$ cat src/rtl/bitmat_pkg.sv
// bitmat_pkg: shared phase/op encodings and cell indexing for the bit-matrix scheduler
package bitmat_pkg;
  typedef enum logic [1:0] {
    PH_INIT  = 2'b00,
    PH_LOAD  = 2'b01,
    PH_QUERY = 2'b10
  } phase_t;
  localparam logic OP_SET  = 1'b0;
  localparam logic OP_READ = 1'b1;
  function automatic logic [3:0] cell_idx(input logic [1:0] x, input logic [1:0] y);
    return {y, x};
  endfunction
endpackage

$ cat src/rtl/bitmat_rr_arbiter.sv
// bitmat_rr_arbiter: combinational round-robin pick starting at ptr with wrap-around
module bitmat_rr_arbiter #(
  parameter int NREQ = 2,
  parameter int PW = (NREQ > 1) ? $clog2(NREQ) : 1
) (
  input  logic [NREQ-1:0] elig,
  input  logic [PW-1:0]   ptr,
  output logic [NREQ-1:0] gnt,
  output logic [PW-1:0]   idx
);
  always_comb begin
    gnt = '0;
    idx = '0;
    for (int k = NREQ - 1; k >= 0; k--) begin
      if (elig[(int'(ptr) + k) % NREQ]) begin
        gnt = '0;
        gnt[(int'(ptr) + k) % NREQ] = 1'b1;
        idx = PW'((int'(ptr) + k) % NREQ);
      end
    end
  end
endmodule

$ cat src/rtl/bitmat_sched.sv
// bitmat_sched: phased, round-robin shared access to a 4x4 bit-matrix store
module bitmat_sched
  import bitmat_pkg::*;
#(
  parameter int NREQ = 2,
  parameter int LOAD_CNT = 6
) (
  input  logic              clk,
  input  logic              rst,
  input  logic              restart,
  input  logic [NREQ-1:0]   req,
  input  logic [NREQ-1:0]   req_op,
  input  logic [2*NREQ-1:0] req_x,
  input  logic [2*NREQ-1:0] req_y,
  output logic [NREQ-1:0]   gnt,
  output logic              rdata,
  output logic              rvalid,
  output logic [1:0]        phase,
  output logic [15:0]       mat
);
  localparam int CW = $clog2(LOAD_CNT + 1);
  localparam int PW = (NREQ > 1) ? $clog2(NREQ) : 1;
  phase_t st, st_n;
  logic [CW-1:0] cnt;
  logic [PW-1:0] ptr, gi;
  logic [NREQ-1:0] elig, agnt;
  logic [1:0] gx, gy;
  logic [3:0] ci;
  logic wr, rd;
  always_comb elig = (st == PH_LOAD) ? (req & ~req_op) : (st == PH_QUERY) ? (req & req_op) : '0;
  bitmat_rr_arbiter #(.NREQ(NREQ), .PW(PW)) u_arb (
    .elig(elig),
    .ptr (ptr),
    .gnt (agnt),
    .idx (gi)
  );
  assign gnt = restart ? '0 : agnt;
  assign gx = req_x[2*gi +: 2];
  assign gy = req_y[2*gi +: 2];
  assign ci = cell_idx(gx, gy);
  assign wr = (|gnt) && (st == PH_LOAD);
  assign rd = (|gnt) && (st == PH_QUERY);
  assign phase = st;
  always_comb st_n = restart ? PH_INIT :
                     (st == PH_INIT) ? PH_LOAD :
                     (wr && cnt == CW'(LOAD_CNT - 1)) ? PH_QUERY : st;
  always_ff @(posedge clk or posedge rst)
    if (rst) st <= PH_INIT;
    else st <= st_n;
  always_ff @(posedge clk or posedge rst)
    if (rst) begin
      mat <= '0;
      cnt <= '0;
      ptr <= '0;
      rdata <= 1'b0;
      rvalid <= 1'b0;
    end else begin
      rvalid <= rd;
      if (rd) rdata <= mat[ci];
      if (restart) begin
        mat <= '0;
        cnt <= '0;
        ptr <= '0;
      end else begin
        if (wr) mat[ci] <= 1'b1;
        if (wr && cnt != CW'(LOAD_CNT)) cnt <= cnt + 1'b1;
        if (|gnt) ptr <= (gi == PW'(NREQ - 1)) ? '0 : gi + 1'b1;
      end
    end
endmodule

$ cat config.mk
export PLATFORM = sky130hd
export DESIGN_NAME = bitmat_sched
export DESIGN_NICKNAME = d
export VERILOG_FILES = /design/src/rtl/bitmat_pkg.sv /design/src/rtl/bitmat_rr_arbiter.sv /design/src/rtl/bitmat_sched.sv
export SDC_FILE = /design/constraint.sdc
export NUM_CORES = 1
export LEC_CHECK = 0
export CAP_MARGIN = 0
export CORE_AREA = 2 2 62 64
export DETAILED_ROUTE_END_ITERATION = 6
export DIE_AREA = 0 0 64 66
export PLACE_DENSITY = 0.66
export SYNTH_ARGS = -nofsm -noshare
export SYNTH_HDL_FRONTEND = slang
export SYNTH_HIERARCHICAL = 1
export SYNTH_SLANG_ARGS = --single-unit
export TNS_END_PERCENT = 100
$ cat constraint.sdc
create_clock -name clk -period 3.45 [get_ports clk]
set_input_delay 0.69 -clock clk [delete_from_list [all_inputs] [get_ports clk]]
set_output_delay 0.69 -clock clk [all_outputs]
set_load 0.01 [all_outputs]
**Run 1: close-up of the layout**

Window x 12 to 52, y 13 to 53 um. Cells in grey, sequential cells in the stronger grey; small squares are vias.
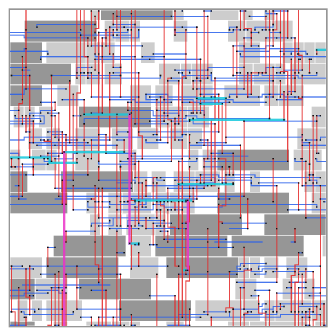
layer	colour
metal 3	cyan
metal 1	blue
metal 4	magenta
metal 2	red
sequential cells in the window	16
most frequent	nor2_1 (17), a21oi_1 (17), dfrtp_1 (16)
netlist names of flops here include	mat (10), phase (2)
cells with their middle in the window	107

**Run 1: clock wiring as the flow saved it**

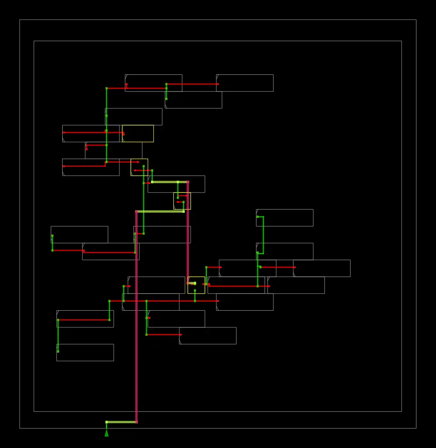
Final Skew: 0.005922 ns
seq_cells: 24

**Run 1: wire density map**

Bar = 20 um. 13 x 13 tiles, from white (low) to dark blue (high), scaled to the fullest tile. Values are wire area over tile area, all layers added.
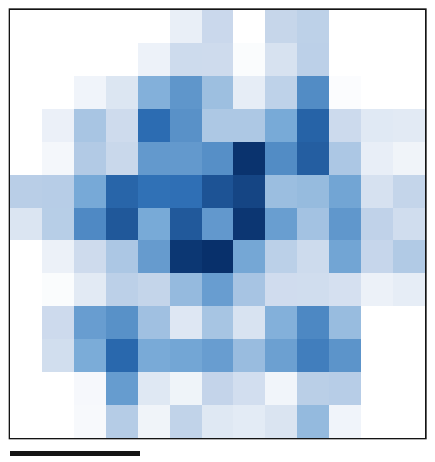
mean over tiles	0.12
densest ninth of the die	middle
tiles over half the peak	25%

==> ci_impl_report.md, run 1 <==
### Metrics collected by this job

| Metric | Value |
|---|---|
| Longest Clk Path Bufs | `2` |
| Drt pass-1 iters | `4` |
| Largest net degree at the start of global routing | `25` |
| Worst setup path startpoint | `req_op[0]` |
| Layout clock buffers | `4` |
| Routing usage on met3 | `0.01874` |
| GR Util met1 | `0.2124` |
| Buffer and inverter count on the worst path | `2` |
| Grt met2 use | `0.2669` |
| Worst slack, placed | `between 0.3 and 0.4 ns` |
| Netlist Area Pre-Place | `between 0.001 and 0.0015 mm^2` |
| Layout clock area frac | `0.02003` |
| Max-Cap Viols | `0` |
| Flop share of the area | `0.3315` |
| Post-Route M1 WL | `~1500 um` |
| Gr usage total | `0.1614` |
| Vias post-DR | `1219` |
| DP HPWL | `around 2500 um` |
| Syn Nets | `162` |
| Final Hold Viols | `0` |
| Port bufs | `36` |
| Worst path cell trace | `clkdlybuf4s50_1 > nand2_1 > o21ai_0 > and2_1 > a21boi_0 > nor2b_1 > clkdlybuf4s50_1` |
| Most common cell on crit path | `clkdlybuf4s50_1` |
| Vias per std cell | `around 5.3` |
| First DRT Iteration DRCs | `75` |
| Hold path depth | `2` |
| Worst r2r path cells | `11` |
| Routed WL | `between 3000 and 4000 um` |
| Outcome | `completed` |
| Comb gates | `105` |
| Final Max Tran Viols | `0` |
| ANT nets after route | `0` |
| WHS Endpoint | `phase[1]` |
-- run 1: stage by stage --
stage	instance area (um^2)	total power, uW	hold slack [ns]
2_1_floorplan	1370	334.7	0.4971
3_3_place_gp	1775	366.6	0.5114
3_5_place_dp	1775	369.2	0.5259
4_1_cts	1812	511.4	0.5555
5_1_grt	1812	530.5	0.5884
6_report	1812	505.3	0.5490
-- run 1: registers in the layout, indices dropped and copies added (netlist names) --
signal	cells
phase	2
rdata	1
mat	16
cnt	3
ptr	1
rvalid	1
-- run 1: report_power, final --
| part | switching [uW] | total [uW] | internal [uW] | leakage, uW |
|---|---|---|---|---|
| clock network | 77.0 | 141 | 64.4 | 0.0000210 |
| logic | 42.7 | 76.7 | 33.9 | 0.000409 |
| registers | 2.84 | 287 | 284 | 0.000332 |
| total | 123 | 505 | 383 | 0.000762 |
==> run 2, diff against run 1 <==
SLEW_MARGIN = 10   (was not set)
**Run 2: close-up of the layout**

Window x 12 to 52, y 13 to 53 um. Cells in grey, sequential cells in the stronger grey; small squares are vias.
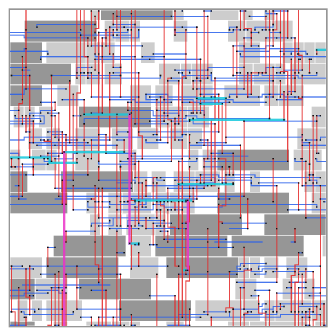
layer	colour
metal 1	blue
metal 2	red
metal 3	cyan
metal 4	magenta
netlist names of flops here include	mat (10), phase (2)
most frequent	nor2_1 (17), a21oi_1 (17), dfrtp_1 (16)
cells with their middle in the window	107
sequential cells in the window	16

==> ci_impl_report.md, run 2 <==
### Metrics collected by this job

| Metric | Value |
|---|---|
| Final Skew | `0.005922 ns (unchanged)` |
| Clock network power share | `0.280 (about the same)` |
| Port bufs | `36 (unchanged)` |
| Max FFs per register | `16 (unchanged)` |
| Worst path cell trace | `clkdlybuf4s50_1 > nand2_1 > o21ai_0 > and2_1 > a21boi_0 > nor2b_1 > clkdlybuf4s50_1` |
| DP HPWL | `2540 um (unchanged)` |
| ANT nets after route | `0 (unchanged)` |
| Final Hold Viols | `0 (unchanged)` |
| Buffer and inverter count on the worst path | `2 (unchanged)` |
| Comb gates | `105 (unchanged)` |
| Flop share of the area | `0.3315 (unchanged)` |
| Top Consumer | `registers` |
| Worst slack, placed | `0.3006 ns (unchanged)` |
| Pint | `382.7 uW (unchanged)` |
| Most flops, register | `mat` |
| Clock Latency Late Sink | `between 0.3 and 0.4 ns` |
| Syn Nets | `162 (unchanged)` |
| Drt pass-1 iters | `4 (unchanged)` |
| Final Max Tran Viols | `0 (unchanged)` |
| Netlist Area Pre-Place | `0.001370 mm^2 (unchanged)` |
| First DRT Iteration DRCs | `75 (unchanged)` |
| Longest Clk Path Bufs | `2 (unchanged)` |
| Clk pwr | `141 uW (about the same)` |
| Largest net degree at the start of global routing | `25 (unchanged)` |
| Post-DP Area | `0.001775 mm^2 (unchanged)` |
| Vias post-DR | `1219 (unchanged)` |
| Sequential share of power | `0.568 (about the same)` |
| Comb pwr share | `0.152 (about the same)` |
| Outcome | `completed` |
| Layout clock area frac | `0.02003 (unchanged)` |
| Design area | `0.001812 mm^2 (unchanged)` |
| Layout clock buffers | `4 (unchanged)` |
| Tot Pwr | `505.3 uW (unchanged)` |
| Vias per std cell | `5.323 (unchanged)` |
| Power Sequential | `287 uW (about the same)` |
| Switching power | `122.6 uW (unchanged)` |
| Worst hold slack | `0.5490 ns (unchanged)` |
| Most common cell on crit path | `clkdlybuf4s50_1` |
| Init Core Util | `0.3858` |
| Power in combinational cells | `76.7 uW (about the same)` |
**Run 2: signal wires on met3**

Cells faint in the background.
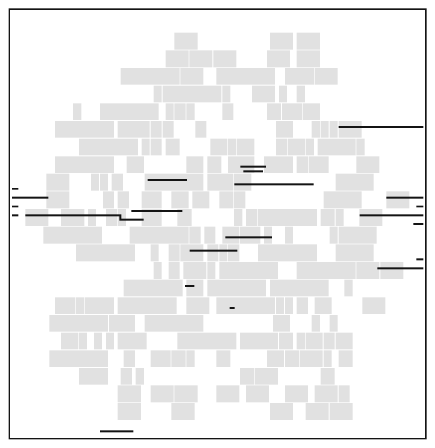
main direction	horizontal
longest straight run	14.5 um

## run 2: metal layers
layer | global-route usage | wire length [um] | vias to the layer above
met1 | 0.2124 | 1498 | 600
li1 | - | - | 583
met4 | 0.07337 | 59 | 0
met5 | 0 | 0 | -
met2 | 0.2669 | 1634 | 30
met3 | 0.01874 | 114 | 6
## run 2: worst paths after layout
kind,startpoint,endpoint,slack (ns),cells after the start
worst max-delay path,req_op[0],gnt[0],0.28,7
worst min-delay path,phase[1],phase[1],0.55,2
worst max register to register,phase[1],rdata,0.80,11
worst min register to register,phase[1],phase[1],0.55,2
max in group asynchronous,rst,mat[6],2.03,2
min in group asynchronous,rst,mat[5],0.87,2
No activity file was given, so power comes from the tool's default toggle rates.
